**src/rtl/imem_loader_pkg.sv**
```systemverilog
`default_nettype none
// ============================================================================
// Module      : imem_loader_pkg
// Description : Shared constants for the instruction-memory program loader:
//               FSM state encoding, default address width, bytes per word.
// Revision    : 1.0 - initial release
// ============================================================================
package imem_loader_pkg;

  // Loader FSM state encoding
  localparam logic [1:0] ST_IDLE    = 2'd0;
  localparam logic [1:0] ST_COLLECT = 2'd1;
  localparam logic [1:0] ST_WRITE   = 2'd2;
  localparam logic [1:0] ST_RELEASE = 2'd3;

  // Default instruction-memory word address width
  localparam int IMEM_ADDR_W = 9;

  // Bytes packed into each instruction word
  localparam int WORD_BYTES = 4;

endpackage : imem_loader_pkg
`default_nettype wire

```
**src/rtl/imem_loader_byte_packer.sv**
```systemverilog
`default_nettype none
// ============================================================================
// Module      : byte_packer
// Description : Packs an accepted byte stream little-endian into 32-bit
//               words. Byte n of a word lands in bits 8n+7:8n. word_full
//               flags the accept that completes a word.
// Revision    : 1.0 - initial release
// ============================================================================
module byte_packer
  import imem_loader_pkg::*;
(
  input  logic        clk,
  input  logic        reset,      // synchronous, active-low
  input  logic        clear,      // restart packing at lane 0
  input  logic        accept,     // a byte is consumed this cycle
  input  logic [7:0]  data,
  output logic [31:0] word,
  output logic        word_full
);

  localparam int LANE_W = $clog2(WORD_BYTES);

  logic [LANE_W-1:0] lane;

  // The completing byte is written on the same edge the FSM moves to WRITE,
  // so the full word is visible on the register output during WRITE.
  assign word_full = accept && (lane == LANE_W'(WORD_BYTES - 1));

  // Lane counter and word register; a reset or clear drops any partial word
  always_ff @(posedge clk) begin
    if (!reset) begin
      lane <= '0;
      word <= '0;
    end else if (clear) begin
      lane <= '0;
      word <= '0;
    end else if (accept) begin
      word[lane*8 +: 8] <= data;
      lane              <= lane + LANE_W'(1);
    end
  end

endmodule : byte_packer
`default_nettype wire

```
**src/rtl/imem_loader.sv**
```systemverilog
`default_nettype none
// ============================================================================
// Module      : imem_loader
// Description : Program loader for the core's instruction memory. Accepts a
//               byte stream, packs it into words, writes them from address 0
//               upward and holds the core in PC reset until the load is done.
// Revision    : 1.0 - initial release
// ============================================================================
module imem_loader
  import imem_loader_pkg::*;
#(
  parameter int ADDR_W = IMEM_ADDR_W,
  parameter int LEN_W  = 10
) (
  input  logic              clk,
  input  logic              reset,       // synchronous, active-low
  input  logic              start,
  input  logic [LEN_W-1:0]  len,
  input  logic              byte_valid,
  input  logic [7:0]        byte_data,
  output logic              byte_ready,
  output logic              we0,
  output logic [ADDR_W-1:0] wr_addr0,
  output logic [31:0]       wr_din0,
  output logic              resetpc,
  output logic              busy,
  output logic              done
);

  localparam int unsigned MAX_WORDS = 1 << ADDR_W;

  logic [1:0]      state;
  // One bit wider than the address so a full-depth load ends at MAX_WORDS
  // instead of wrapping back to address 0.
  logic [ADDR_W:0] word_cnt;
  logic [ADDR_W:0] len_q;
  logic [ADDR_W:0] len_clamped;
  logic [ADDR_W:0] word_cnt_inc;
  logic            run;
  logic            start_ok;
  logic            accept;
  logic            word_full;
  logic [31:0]     packed_word;

  // Every output is a register or a pure decode of the state register
  assign byte_ready = (state == ST_COLLECT);
  assign we0        = (state == ST_WRITE);
  assign done       = (state == ST_RELEASE);
  assign busy       = (state != ST_IDLE);
  assign resetpc    = run;
  assign wr_addr0   = word_cnt[ADDR_W-1:0];
  assign wr_din0    = packed_word;

  assign start_ok     = (state == ST_IDLE) && start;
  assign accept       = byte_valid && byte_ready;
  assign word_cnt_inc = word_cnt + {{ADDR_W{1'b0}}, 1'b1};

  // Requested length is limited to the memory depth
  always_comb begin
    len_clamped = (ADDR_W+1)'(len);
    if (32'(len) > MAX_WORDS) begin
      len_clamped = (ADDR_W+1)'(MAX_WORDS);
    end
  end

  byte_packer u_packer (
    .clk       (clk),
    .reset     (reset),
    .clear     (start_ok),
    .accept    (accept),
    .data      (byte_data),
    .word      (packed_word),
    .word_full (word_full)
  );

  // Loader FSM with word counter, latched length and core-release flag
  always_ff @(posedge clk) begin
    if (!reset) begin
      state    <= ST_IDLE;
      word_cnt <= '0;
      len_q    <= '0;
      run      <= 1'b0;
    end else begin
      case (state)
        ST_IDLE: begin
          if (start) begin
            // Hold the core from the cycle after start, before any write
            run <= 1'b0;
            if (len != '0) begin
              len_q    <= len_clamped;
              word_cnt <= '0;
              state    <= ST_COLLECT;
            end else begin
              state    <= ST_RELEASE;
            end
          end
        end
        ST_COLLECT: begin
          if (word_full) begin
            state <= ST_WRITE;
          end
        end
        ST_WRITE: begin
          word_cnt <= word_cnt_inc;
          if (word_cnt_inc == len_q) begin
            state <= ST_RELEASE;
          end else begin
            state <= ST_COLLECT;
          end
        end
        ST_RELEASE: begin
          run   <= 1'b1;
          state <= ST_IDLE;
        end
        default: begin
          state <= ST_IDLE;
        end
      endcase
    end
  end

endmodule : imem_loader
`default_nettype wire

```
**config.mk**
```make
export PLATFORM = sky130hd
export DESIGN_NAME = imem_loader
export DESIGN_NICKNAME = d
export VERILOG_FILES = /design/src/rtl/imem_loader_pkg.sv /design/src/rtl/imem_loader_byte_packer.sv /design/src/rtl/imem_loader.sv
export SDC_FILE = /design/constraint.sdc
export NUM_CORES = 1
export LEC_CHECK = 0
export ABC_AREA = 1
export CORE_MARGIN = 3
export CORE_UTILIZATION = 40
export CTS_BUF_LIST = sky130_fd_sc_hd__clkbuf_16
export CTS_CLUSTER_SIZE = 20
export DETAILED_ROUTE_END_ITERATION = 8
export PLACE_DENSITY = 0.69
export SYNTH_ARGS = -nofsm -noshare
export SYNTH_HDL_FRONTEND = slang
export SYNTH_SLANG_ARGS = --single-unit
```
**constraint.sdc**
```tcl
create_clock -name clk -period 1.75 [get_ports clk]
set_input_delay 0.35 -clock clk [delete_from_list [all_inputs] [get_ports clk]]
set_output_delay 0.35 -clock clk [all_outputs]
set_load 0.01 [all_outputs]
```
### Gate-type map

Bar = 20 um.
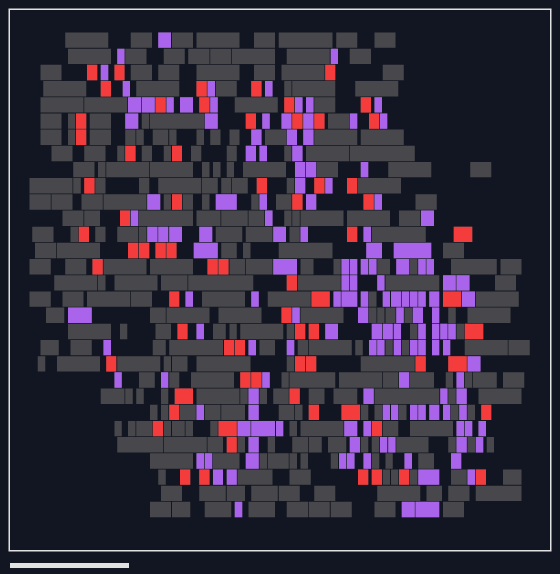
red -> inverting AOI/OAI gates  # cells 70, most used a21oi_1
purple -> NAND gates  # cells 149, most used nand2_1

### Placed standard cells

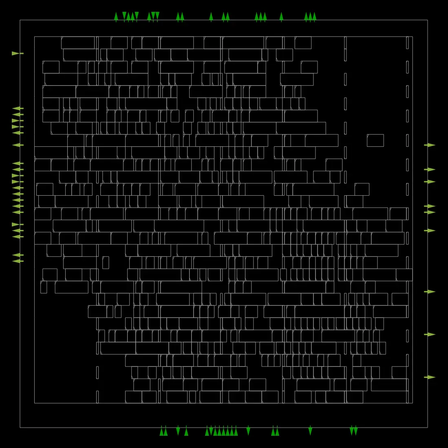
fill count: 606
# rows: 30
Non-Filler Instances: 601

==> ci_impl_report.md <==
## Implementation flow summary

| Metric | Value |
|---|---|
| Max-Slew Margin vs Limit | `62.8%` |
| Status | `completed` |
| Critical Path Max Stage Delay | `460 ps` |
| Critical R2R Launch | `u_packer.lane[0]` |
| Area occupied by multi-input gates | `0.00152 mm2` |
| Top logic family | `simple AND/OR/NAND/NOR gates` |
| Sw Ratio | `22.9%` |
| Die height | `90.7 um` |
| Hpwl dp | `5.57 mm` |
| Top Layer Used | `met4` |
| AO/OA Area Share | `13.0%` |
| Area Growth Syn to Fin | `47.6%` |
| Syn avg cell area | `7.01 um2` |
| Core area | `0.00687 mm2` |
| Clock root buffer master | `clkbuf_16` |
| Pint | `2.88 mW` |
| Buf/Inv on CP | `1` |
| Met3 routed WL | `463 um` |
| Worst reg2reg path depth | `7` |
| Worst Hold Path EP | `len_q[0]` |
| Met3 Track Usage GR | `5.25%` |
| Crit path DAT | `2000 ps` |
| Placed cell count | `583` |
| Adder Share, Synth | `2.61%` |
| Avg WL per Cell | `13.2 um` |
| CP Class | `in -> reg` |
| Switching pwr | `855 uW` |
| Clock transition at path regs | `50 ps` |
| Vias per inst | `4.89` |
| FF+latch area | `0.00114 mm2` |
| Pin count of the biggest net entering global routing | `20` |
| CTS tree | `yes` |
| Overflow after GRT | `0` |
| Peak VDD IR | `0.474 mV` |
| Clock H-tree levels | `3` |
| 1st-pass router iterations | `6` |
| Unique cell types | `31` |
| ANT cells | `0` |
| Seq area share | `27.0%` |
| Synth flops | `57` |
| Part of the power in the clock network | `52.8%` |
| Final Hold Violation Tally | `0` |
| Max Slew Vio Count | `0` |
| Portion of total power attributed to sequential cells | `36.1%` |
| Yosys xor share | `0%` |
| Mapped Cells | `410` |
| Final min period | `1750 ps` |
| Final ANT Viol Nets | `0` |
| Tap Cells | `96` |
| Number of enable flip-flop cells | `0` |
| Cell area leaders | `dfxtp_1 40%, nand2_1 12%, a21oi_1 9.8%, inv_1 5.9%, nand3_1 5.6%` |
| Endpoint class of the critical path | `flop` |
| Grt met1 use | `28.1%` |
| Final worst slack | `4.27 ps` |
| Hold bufs inserted after CTS | `0` |
| R2R Path End | `u_packer.word[5]` |
| Chip area | `0.00823 mm2` |
| Final Skew | `4.80 ps` |
| CTS Sinks | `57` |
| RSZ-0062 raised after global routing | `yes` |
| Non-clk buf share | `21.7%` |
| Max-area cell share | `39.7%` |
| Syn nets | `438` |
| Simple-Gate Area Share | `33.1%` |
| Wl on met1 | `3.83 mm` |
| Fin Setup TNS | `0 ps` |
| Vias in the first global route | `2811` |
how the worst max path moves through the flow:
stage	from	to	slack (ps)	cells past startpoint
after floorplan	u_packer.lane[0]	u_packer.word[7]	-30	7
after global placement	len[1]	word_cnt[9]	-140	7
after detailed placement	len[1]	word_cnt[1]	-220	7
after CTS	word_cnt[0]	wr_addr0[0]	50	2
after global routing	len[7]	word_cnt[7]	-80	8
final	len[7]	word_cnt[1]	4	8
power by group through the flow:
| stage | logic, mW | clock network (mW) | registers [mW] |
|---|---|---|---|
| 2_1_floorplan | 0.201 | 0 | 1.37 |
| 3_3_place_gp | 0.388 | 0 | 1.37 |
| 3_5_place_dp | 0.389 | 0 | 1.37 |
| 4_1_cts | 0.389 | 1.99 | 1.35 |
| 5_1_grt | 0.459 | 2.06 | 1.35 |
| 6_report | 0.416 | 1.97 | 1.35 |
Power is estimated from default activity; no workload was simulated.
